==> config.mk <==
export PLATFORM = sky130hd
export DESIGN_NAME = data_sync_mc
export DESIGN_NICKNAME = d
export VERILOG_FILES = /design/src/rtl/data_sync_mc.sv
export SDC_FILE = /design/constraint.sdc
export NUM_CORES = 1
export LEC_CHECK = 0
export ABC_AREA = 0
export ABC_CLOCK_PERIOD_IN_PS = 1400
export CAP_MARGIN = 20
export CORE_ASPECT_RATIO = 1.75
export CORE_MARGIN = 2
export CORE_UTILIZATION = 40
export CTS_CLUSTER_DIAMETER = 60
export DETAILED_ROUTE_END_ITERATION = 12
export GPL_TIMING_DRIVEN = 0
export MAX_ROUTING_LAYER = met4
export PLACE_DENSITY = 0.68
export SYNTH_ARGS = -nofsm -noshare
export SYNTH_HDL_FRONTEND = slang
export SYNTH_SLANG_ARGS = --single-unit
==> constraint.sdc <==
create_clock -name CLK -period 1.4 [get_ports CLK]
set_input_delay 0.42 -clock CLK [delete_from_list [all_inputs] [get_ports CLK]]
set_output_delay 0.42 -clock CLK [all_outputs]
set_load 0.05 [all_outputs]
layer_met1.png
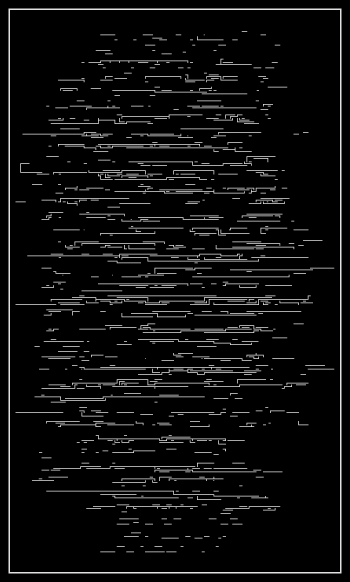
356 nets have wire on it. The wires run mostly horizontal. The layer carries 2,420 um of wire. The layer holds 39% of the routed length. The longest straight run is 29.0 um.
drt total wl: 6250 um
routed via count: 2,166
met1 Usage GRT: 19.4%

layer_met2.png
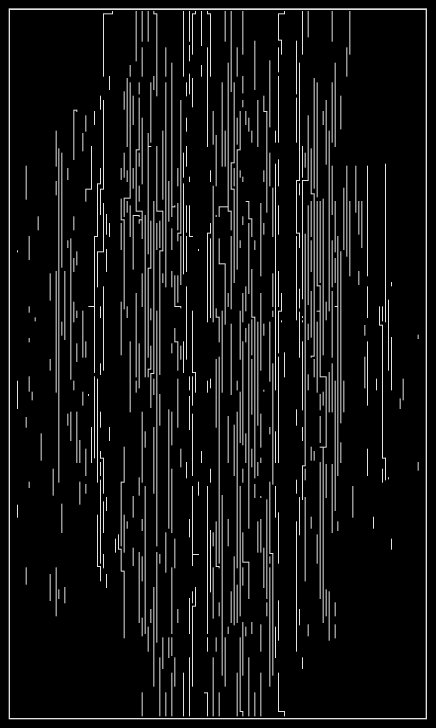
The layer carries 3,520 um of wire. The longest straight run is 51.7 um. 349 nets have wire on it. The layer holds 56% of the routed length. The wires run mostly vertical.
met2 Use GR: 37.0%

layer_met3.png
The bar under the picture is 20 um long.
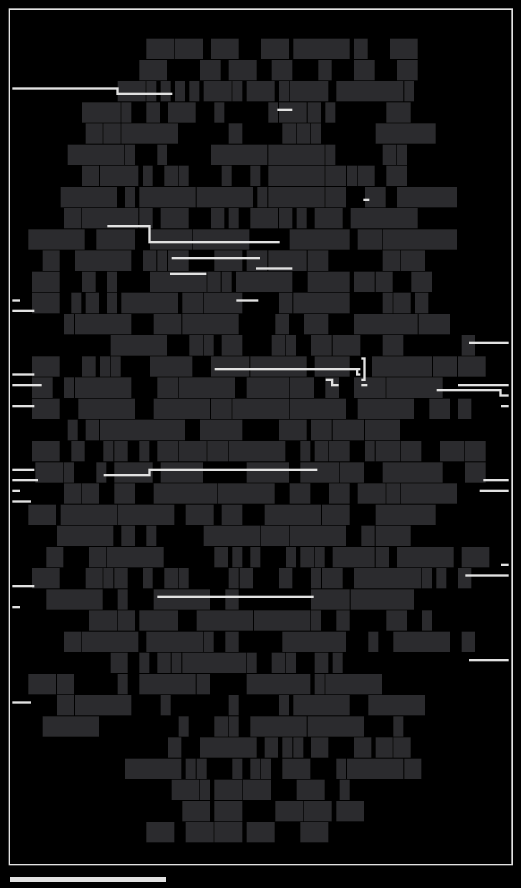
The layer carries 205 um of wire. The wires run mostly horizontal.
met3 Track Usage GR: 4.50%

congestion.png
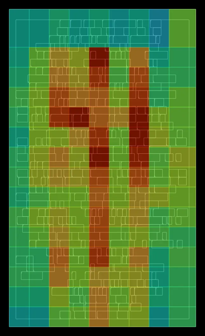
Overall Global Routing Usage: 19.8%
final core area utilization: 57.9%
busiest grt layer: met2

flops_by_reg.png
The bar under the picture is 20 um long.
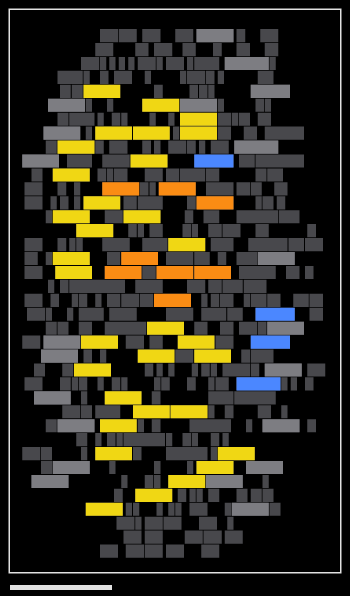
Blue stands for g_ch.r_pend, placed flops 4, where right middle. Orange stands for out_data, placed flops 8, where middle. Yellow stands for g_ch.r_hold, placed flops 32.
flip-flop and latch power: 0.00206 W
register area: 1320 sq um
flop share of the area: 36.8%

==> Changelog: implementation <==
### Changed

- Status: complete, but fails checks
- Violated checks: negative setup slack
- Worst slack, placed: -783 ps
- CP max stage delay: roughly 380 ps
- Post-Syn Area per Cell: approximately 9.2 sq um
- R2r worst-path depth: 6
- Uppermost layer routed: met4
- Tool warnings: 29
- Post-Place Cells: 412
- Synth warnings: 0
- WP depth: 6
- Worst reg2reg setup slack: -190 ps
- DR WL met3: ~200 um
- Arrival @ worst endpoint: 1810 ps
- Max rail drop VDD: around 0.76 mV
- Crit path kind: reg2reg
- Worst Path Required: around 1600 ps
- Yosys top cell by area: dfxtp_1
- Rel. slew slack: 66.7%
- Adders+Majority by Area: 0%
- Vias per cell: between 4 and 5
- DRT met1 WL: roughly 2400 um
- Buf/Inv on CP: 1
- Clock buffer depth: 2
- Number of enable flip-flop cells: 0
- Top cells by count: 69 x nand2_1, 65 x dfxtp_1, 38 x a21oi_1
- Port bufs: roughly 54
- Ant. Diodes: 0
- Final antenna-violating net count: 0
- Most numerous logic cells after layout: 69 x nand2_1, 58 x dfxtp_1, 39 x clkdlybuf4s50_1, 37 x a21oi_1, 17 x nor2b_1
- First-pass GRT wire length: between 10,000 and 15,000 um
- Hold Slack: about 440 ps
- H-tree Lvls: 3
- Grt ovf: 0
- Seq/Total Area, Yosys: ~50%
- Post-synth top area share: roughly 50%
- Worst Hold Depth: 1
- Worst-Skew Late Latency: 340 ps
- Combinational Area: approximately 1300 sq um
- Synthesized Nets: 318
- Slowest CP cell: dfxtp_4
- WL met2: 3520 um
- CTS tree: yes
- Clock skew: between 10 and 15 ps
- Logic family by area: simple AND/OR/NAND/NOR gates
- Yosys Instances: ~280
- Max-cap violation count: 0
- Num CTS Buffers: 9
- Cell Area, Placed: around 3200 sq um
- Final Hold Viols: 0
- Compound-cell area share of the yosys netlist: between 10% and 20%
- DRC violations left: 0
- Final min period: around 1600 ps
- Layout cells sized above 1: approximately a quarter
- Detailed-route wire length per cell: 14.4 um
- Chip Footprint: 7070 sq um
- # setup viols final: 18
- Synth unique cells: 32
- Largest cells by area: dfxtp_1 51%, nand2_1 10%, a21oi_1 7.4%
- Hold WC Path Type: reg2reg
- Leak pwr: between 1 and 1.5 nW
- Cells after Synth: around 280
- FFs w/ async S/R, synth: 0%
- CP Capture Type: flop
- Setup TNS: -1540 ps
- Cell family with most CP delay: AND-OR/OR-AND gates
- Clock root cell: clkbuf_8
- Worst-Margin Slew: between 400 and 500 ps
- Simple-gate area share of the yosys netlist: between 10% and 20%
- Design Area, Final: 3580 sq um
- DP HPWL: 4520 um
- Pwr Density: between 1000 and 1500 nW/um^2
- Dominant logic cell type in the layout: nand2_1
- Clk slew on worst S/H paths: roughly 70 ps
- XORs/XNORs by Area: 0%
- Final WS setup: -188 ps
- Layout Cells excl Fill: approximately 430
- Final Slew Violations: 0
- Synth Cell Area: 2550 sq um
- Fillers: between 500 and 600
- Most frequently used flop master after synthesis: dfxtp_1
- F_max: between 600 and 700 MHz
- Startpoint types: flop
- First-pass iteration count of the detailed router: 4
- Standard-cell rows: 38
- Hold Buf Count CTS: 0
- Top cell type by instance count after synthesis: nand2_1
- Largest register FFs: 32
- Initial DRC count: 59
==> where the power goes <==
group          internal [W]  switching, W  total, W
sequential          0.00197     0.0000935   0.00206
clock              0.000859      0.000675   0.00153
combinational      0.000451      0.000560   0.00101
total               0.00328       0.00133   0.00461
==> final cells by class <==
type                            instances  share of cell area, %
Sequential cell                        65                   36.8
Multi-Input combinational cell        192                   36.3
Timing Repair Buffer                   63                   15.8
Clock buffer                           12                   4.05
Buffer                                 18                   2.97
Tap cell                               80                   2.80
Clock inverter                          3                   1.19
Inverter                                1                  0.105
==> timing repair <==
| action | in CTS | in global routing |
|---|---|---|
| gates resized | 114 | 17 |
| setup endpoints to repair | 68 | 43 |
| setup buffers | 8 | 0 |
| hold endpoints to repair | 0 | 0 |
| pin swaps | 14 | 6 |
| cloned | 1 | 0 |
Power figures rest on the tool's default switching activity, not on a simulated workload.
